### Supply network

The bar under the picture is 50 µm long. Pins as bars on the die edge. Tap cells in grey.
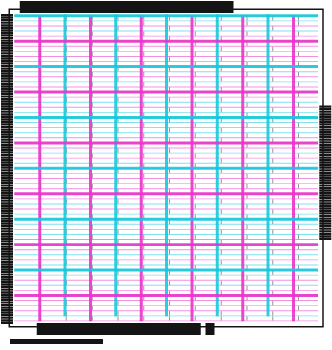
### Placement by cell class

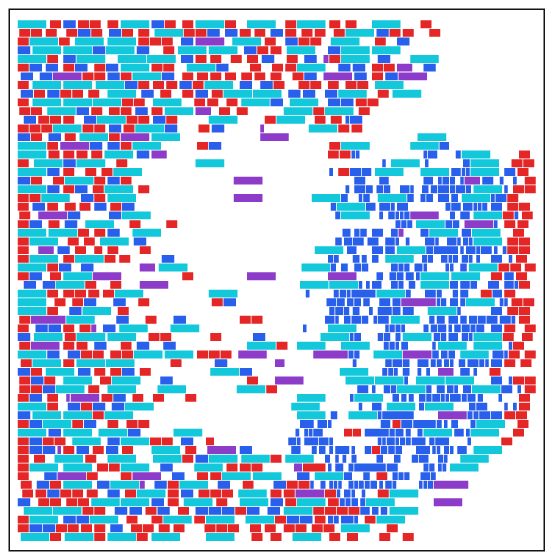
### Clock wires, drivers and flops

The bar under the picture is 50 µm long.
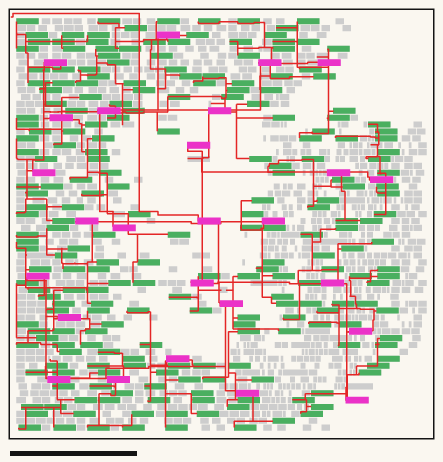
### Signal wires by layer

The bar under the picture is 50 µm long. Only two layers are drawn.
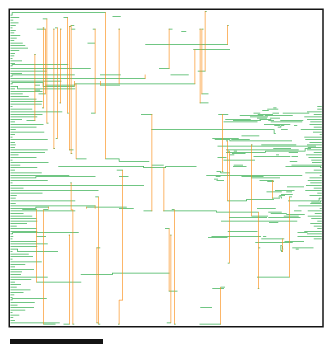
### Clock nets

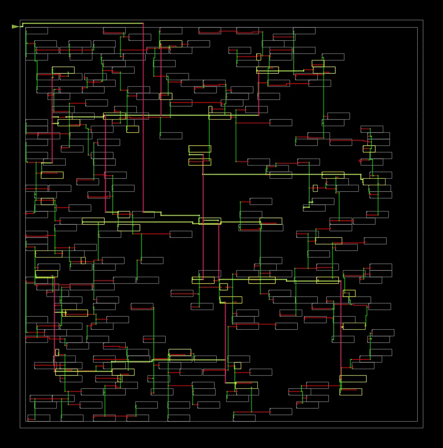
`src/rtl/sha1_msg_ctrl.sv`:
```
// sha1_msg_ctrl
//   Feeds a word-oriented SHA-1 core with one message at a time. It passes the
//   message words through, inserts the 0x80 pad byte and the zero fill, appends
//   the 64-bit big-endian bit length, waits for the last block to be compressed
//   and then registers the chaining values as the digest.
//
// Ports
//   clk, rst            clock (rising edge), asynchronous active-high reset
//   in_valid/in_ready   message word handshake; a word moves when both are high
//   in_word             message word, big-endian (byte 0 = bits 31:24)
//   in_last, in_bytes   final word flag; valid bytes in final word (0 means 4)
//   core_nrst           active-low core reset, low for one cycle per message
//   core_wr, core_in    word write strobe and data to the core
//   core_busy           core is compressing, no writes accepted
//   core_h0..core_h4    core chaining values
//   digest              {h0,h1,h2,h3,h4}, held until the next message completes
//   digest_valid        one-cycle pulse when digest is updated
//   o_dbg_state         current FSM state for observation
//
// Handshake: in_valid may be raised at any time and the word must be held until
// the cycle where in_valid & in_ready is seen at a rising edge. in_ready is only
// ever high in DATA and never while core_busy is high, so an accepted word is
// always written to the core in the same cycle.
module sha1_msg_ctrl (
  input  logic         clk,
  input  logic         rst,
  input  logic         in_valid,
  output logic         in_ready,
  input  logic [31:0]  in_word,
  input  logic         in_last,
  input  logic [1:0]   in_bytes,
  output logic         core_nrst,
  output logic         core_wr,
  output logic [31:0]  core_in,
  input  logic         core_busy,
  input  logic [31:0]  core_h0,
  input  logic [31:0]  core_h1,
  input  logic [31:0]  core_h2,
  input  logic [31:0]  core_h3,
  input  logic [31:0]  core_h4,
  output logic [159:0] digest,
  output logic         digest_valid,
  output logic [3:0]   o_dbg_state
);

  typedef enum logic [3:0] {
    IDLE, CORE_RST, DATA, PAD, ZERO, LEN_HI, LEN_LO, DRAIN, DONE
  } state_t;

  state_t         r_state;
  state_t         w_next;
  logic [3:0]     r_wcnt;
  logic [63:0]    r_bitcnt;
  logic           r_seen_busy;
  logic           r_core_nrst;
  logic [159:0]   r_digest;
  logic           r_digest_valid;

  logic           w_in_ready;
  logic           w_core_wr;
  logic [31:0]    w_core_in;
  logic [2:0]     w_add_bytes;
  logic [31:0]    w_masked;

  // Final partial word: keep the valid leading bytes, put 0x80 in the first
  // unused byte and zero the rest.
  always_comb begin
    w_masked = in_word;
    if (in_last) begin
      case (in_bytes)
        2'd1:    w_masked = {in_word[31:24], 8'h80, 16'h0000};
        2'd2:    w_masked = {in_word[31:16], 8'h80, 8'h00};
        2'd3:    w_masked = {in_word[31:8], 8'h80};
        default: w_masked = in_word;
      endcase
    end
  end

  always_comb begin
    w_next      = r_state;
    w_in_ready  = 1'b0;
    w_core_wr   = 1'b0;
    w_core_in   = 32'h0000_0000;
    w_add_bytes = 3'd0;
    case (r_state)
      IDLE: begin
        if (in_valid) w_next = CORE_RST;
      end
      CORE_RST: begin
        w_next = DATA;
      end
      DATA: begin
        w_in_ready = ~core_busy;
        if (in_valid && !core_busy) begin
          w_core_wr   = 1'b1;
          w_core_in   = w_masked;
          w_add_bytes = (in_last && in_bytes != 2'd0) ? {1'b0, in_bytes} : 3'd4;
          // A partial final word already carries the 0x80 byte.
          if (in_last) w_next = (in_bytes == 2'd0) ? PAD : ZERO;
        end
      end
      PAD: begin
        if (!core_busy) begin
          w_core_wr = 1'b1;
          w_core_in = 32'h8000_0000;
          w_next    = ZERO;
        end
      end
      ZERO: begin
        // Zero fill runs through index 15 and wraps into a fresh block when
        // the pad byte landed too late to leave room for the length.
        if (r_wcnt == 4'd14) begin
          w_next = LEN_HI;
        end else if (!core_busy) begin
          w_core_wr = 1'b1;
        end
      end
      LEN_HI: begin
        if (!core_busy) begin
          w_core_wr = 1'b1;
          w_core_in = r_bitcnt[63:32];
          w_next    = LEN_LO;
        end
      end
      LEN_LO: begin
        if (!core_busy) begin
          w_core_wr = 1'b1;
          w_core_in = r_bitcnt[31:0];
          w_next    = DRAIN;
        end
      end
      DRAIN: begin
        // The core must first pick up the final block (busy high) and then
        // finish it (busy low) before the chaining values are final.
        if (r_seen_busy && !core_busy) w_next = DONE;
      end
      DONE: begin
        w_next = IDLE;
      end
      default: begin
        w_next = IDLE;
      end
    endcase
  end

  always_ff @(posedge clk or posedge rst) begin
    if (rst) begin
      r_state        <= IDLE;
      r_wcnt         <= 4'd0;
      r_bitcnt       <= 64'd0;
      r_seen_busy    <= 1'b0;
      r_core_nrst    <= 1'b0;
      r_digest       <= 160'd0;
      r_digest_valid <= 1'b0;
    end else begin
      r_state     <= w_next;
      r_seen_busy <= (r_state == DRAIN) && (r_seen_busy || core_busy);
      // Registered so the core reset is glitch free; low exactly while in CORE_RST.
      r_core_nrst <= (w_next != CORE_RST);
      if (r_state == CORE_RST) begin
        r_wcnt   <= 4'd0;
        r_bitcnt <= 64'd0;
      end else begin
        if (w_core_wr) r_wcnt <= r_wcnt + 4'd1;
        if (r_state == DATA && w_core_wr)
          r_bitcnt <= r_bitcnt + {58'd0, w_add_bytes, 3'b000};
      end
      r_digest_valid <= (w_next == DONE);
      if (w_next == DONE) r_digest <= {core_h0, core_h1, core_h2, core_h3, core_h4};
    end
  end

  assign in_ready     = w_in_ready;
  assign core_wr      = w_core_wr;
  assign core_in      = w_core_in;
  assign core_nrst    = r_core_nrst;
  assign digest       = r_digest;
  assign digest_valid = r_digest_valid;
  assign o_dbg_state  = r_state;

endmodule

```
`config.mk`:
```
export PLATFORM = sky130hd
export DESIGN_NAME = sha1_msg_ctrl
export DESIGN_NICKNAME = d
export VERILOG_FILES = /design/src/rtl/sha1_msg_ctrl.sv
export SDC_FILE = /design/constraint.sdc
export NUM_CORES = 1
export LEC_CHECK = 0
export ABC_CLOCK_PERIOD_IN_PS = 7200
export CORE_AREA = 2 2 165 167
export DETAILED_ROUTE_END_ITERATION = 8
export DIE_AREA = 0 0 167 169
export PLACE_DENSITY = 0.88
export SLEW_MARGIN = 10
export SYNTH_ARGS = -nofsm -noshare
export SYNTH_HDL_FRONTEND = slang
export SYNTH_SLANG_ARGS = --single-unit
```
`constraint.sdc`:
```
create_clock -name clk -period 7.2 [get_ports clk]
set_input_delay 0.72 -clock clk [delete_from_list [all_inputs] [get_ports clk]]
set_output_delay 0.72 -clock clk [all_outputs]
set_load 0.01 [all_outputs]
```
==> results_slide.txt <==
Physical Implementation Snapshot

Detailed routing
  • Detail-routed net length per standard cell: 21.1 µm
  • Wire length on met2: 16.7 mm
  • Number of search-and-repair iterations in the first detailed-routing pass: 7
  • DRT iter0 DRCs: 846

Synthesis
  • FF+latch count, synth: 232
  • Per-instance average area after synthesis: 12.2 µm²
  • Most frequent cells after synthesis: 232 x sky130_fd_sc_hd__dfrtp_1, 160 x sky130_fd_sc_hd__mux2_2, 46 x sky130_fd_sc_hd__nand2_1
  • Post-synth ARST share: 100%
  • Number of flops mapped to enable cells by yosys: 0
  • Top comb family, area: multiplexers

Finish
  • Final Instance Area: 15600 µm²
  • Sequential cell area in the final layout: 5810 µm²
  • Count of inverters other than clock inverters in the layout: 34
  • Largest cell class by area: registers
  • Clock-cell share of area: 6.01%
  • Combinational gates: 541
  • Number of nets at the end of the flow: 1445
  • Ant. Diodes: 1
  • Max reg flops: 160
  • Fill cell count: 2063
  • Combinational cell area excluding buffers and inverters: 4280 µm²
  • Sequential portion of the cell area: 37.1%

Worst hold path
  • Worst Hold Launch: digest[88]
  • Hold Path Depth: 1
  • End point of the most critical hold path: digest[88]

GRT
  • Global routing met2 resource utilization: 39.5%
  • Number of antenna violations at the first check in global routing: 7

Clock tree
  • Number of hold-repair buffers added at the cts stage: 0
  • Count of buffers added by post-CTS timing repair for setup: 0
  • CTS Buf Count: 26
  • PostCTS Resize Cnt: 0
  • CTS tree: done
  • Buffer cell driving the clock tree root: sky130_fd_sc_hd__clkbuf_16
  • Post-CTS clock slew at the launch and capture registers of the worst setup and hold paths: 0.06 ns

Timing
  • Worst hold margin: 0.503 ns
  • Max-slew violation count: 0
  • Final count of negative-setup-slack endpoints: 0
  • Minimum clock period: 4.46 ns
  • Final WS setup: 2.74 ns
  • Sum Neg Setup Slack: 0 ns

Die
  • Effective utilization at floorplan: 39.2%
  • Core region area: 26500 µm²

Setup path
  • Logic depth of the worst register-to-register path: 9
  • Gate family responsible for the most delay along the worst path: simple AND/OR/NAND/NOR gates
  • Cell with the most instances on the worst path: sky130_fd_sc_hd__a21oi_1
  • Type of element launching the critical path: primary input
  • Crit. End Element: register
  • Depth of the critical timing path with buffers and inverters included: 10
  • Count of buffer and inverter cells on the critical path: 1

Pwr
  • Share of total power in sequential cells: 37.6%
  • Clk pwr share: 26.8%
  • Internal power consumption: 3.77 mW
  • Maximum resistive drop on vdd: 0.000260 V
  • Power per cell area: 344 nW/µm²
  • Power Combinational: 1.92 mW
  • Total Power: 5.39 mW
  • Combinational fraction of design power: 35.6%

Placement
  • Cell Count Post-Placement: 1553
  • Final weighted congestion of routability-driven global placement: 0.897
  • DPL Wire Length: 24.7 mm

Outcome
  • Outcome: completed
About 'Supply network':
magenta -> VSS
cyan -> VDD
rows = 60
met4 straps = 11
signal pins = 399

About 'Placement by cell class':
red -> remaining buffers and delay cells  # cells 405
purple -> clock drivers and dummy loads  # cells 47
cyan -> registers  # cells 232
blue -> remaining logic cells  # cells 575

About 'Clock wires, drivers and flops':
magenta -> clock-net drivers  # count 26
green -> flip-flops  # count 232
red -> clock wires  # length 3220 µm
flops lie = spread over the die

About 'Signal wires by layer':
green -> M3  # wire length 3550 µm
orange -> M4  # wire length 1790 µm

About 'Clock nets':
clock group total power: 1.44 mW
flip-flop and latch count: 232

No activity file was given, so power comes from the tool's default toggle rates.
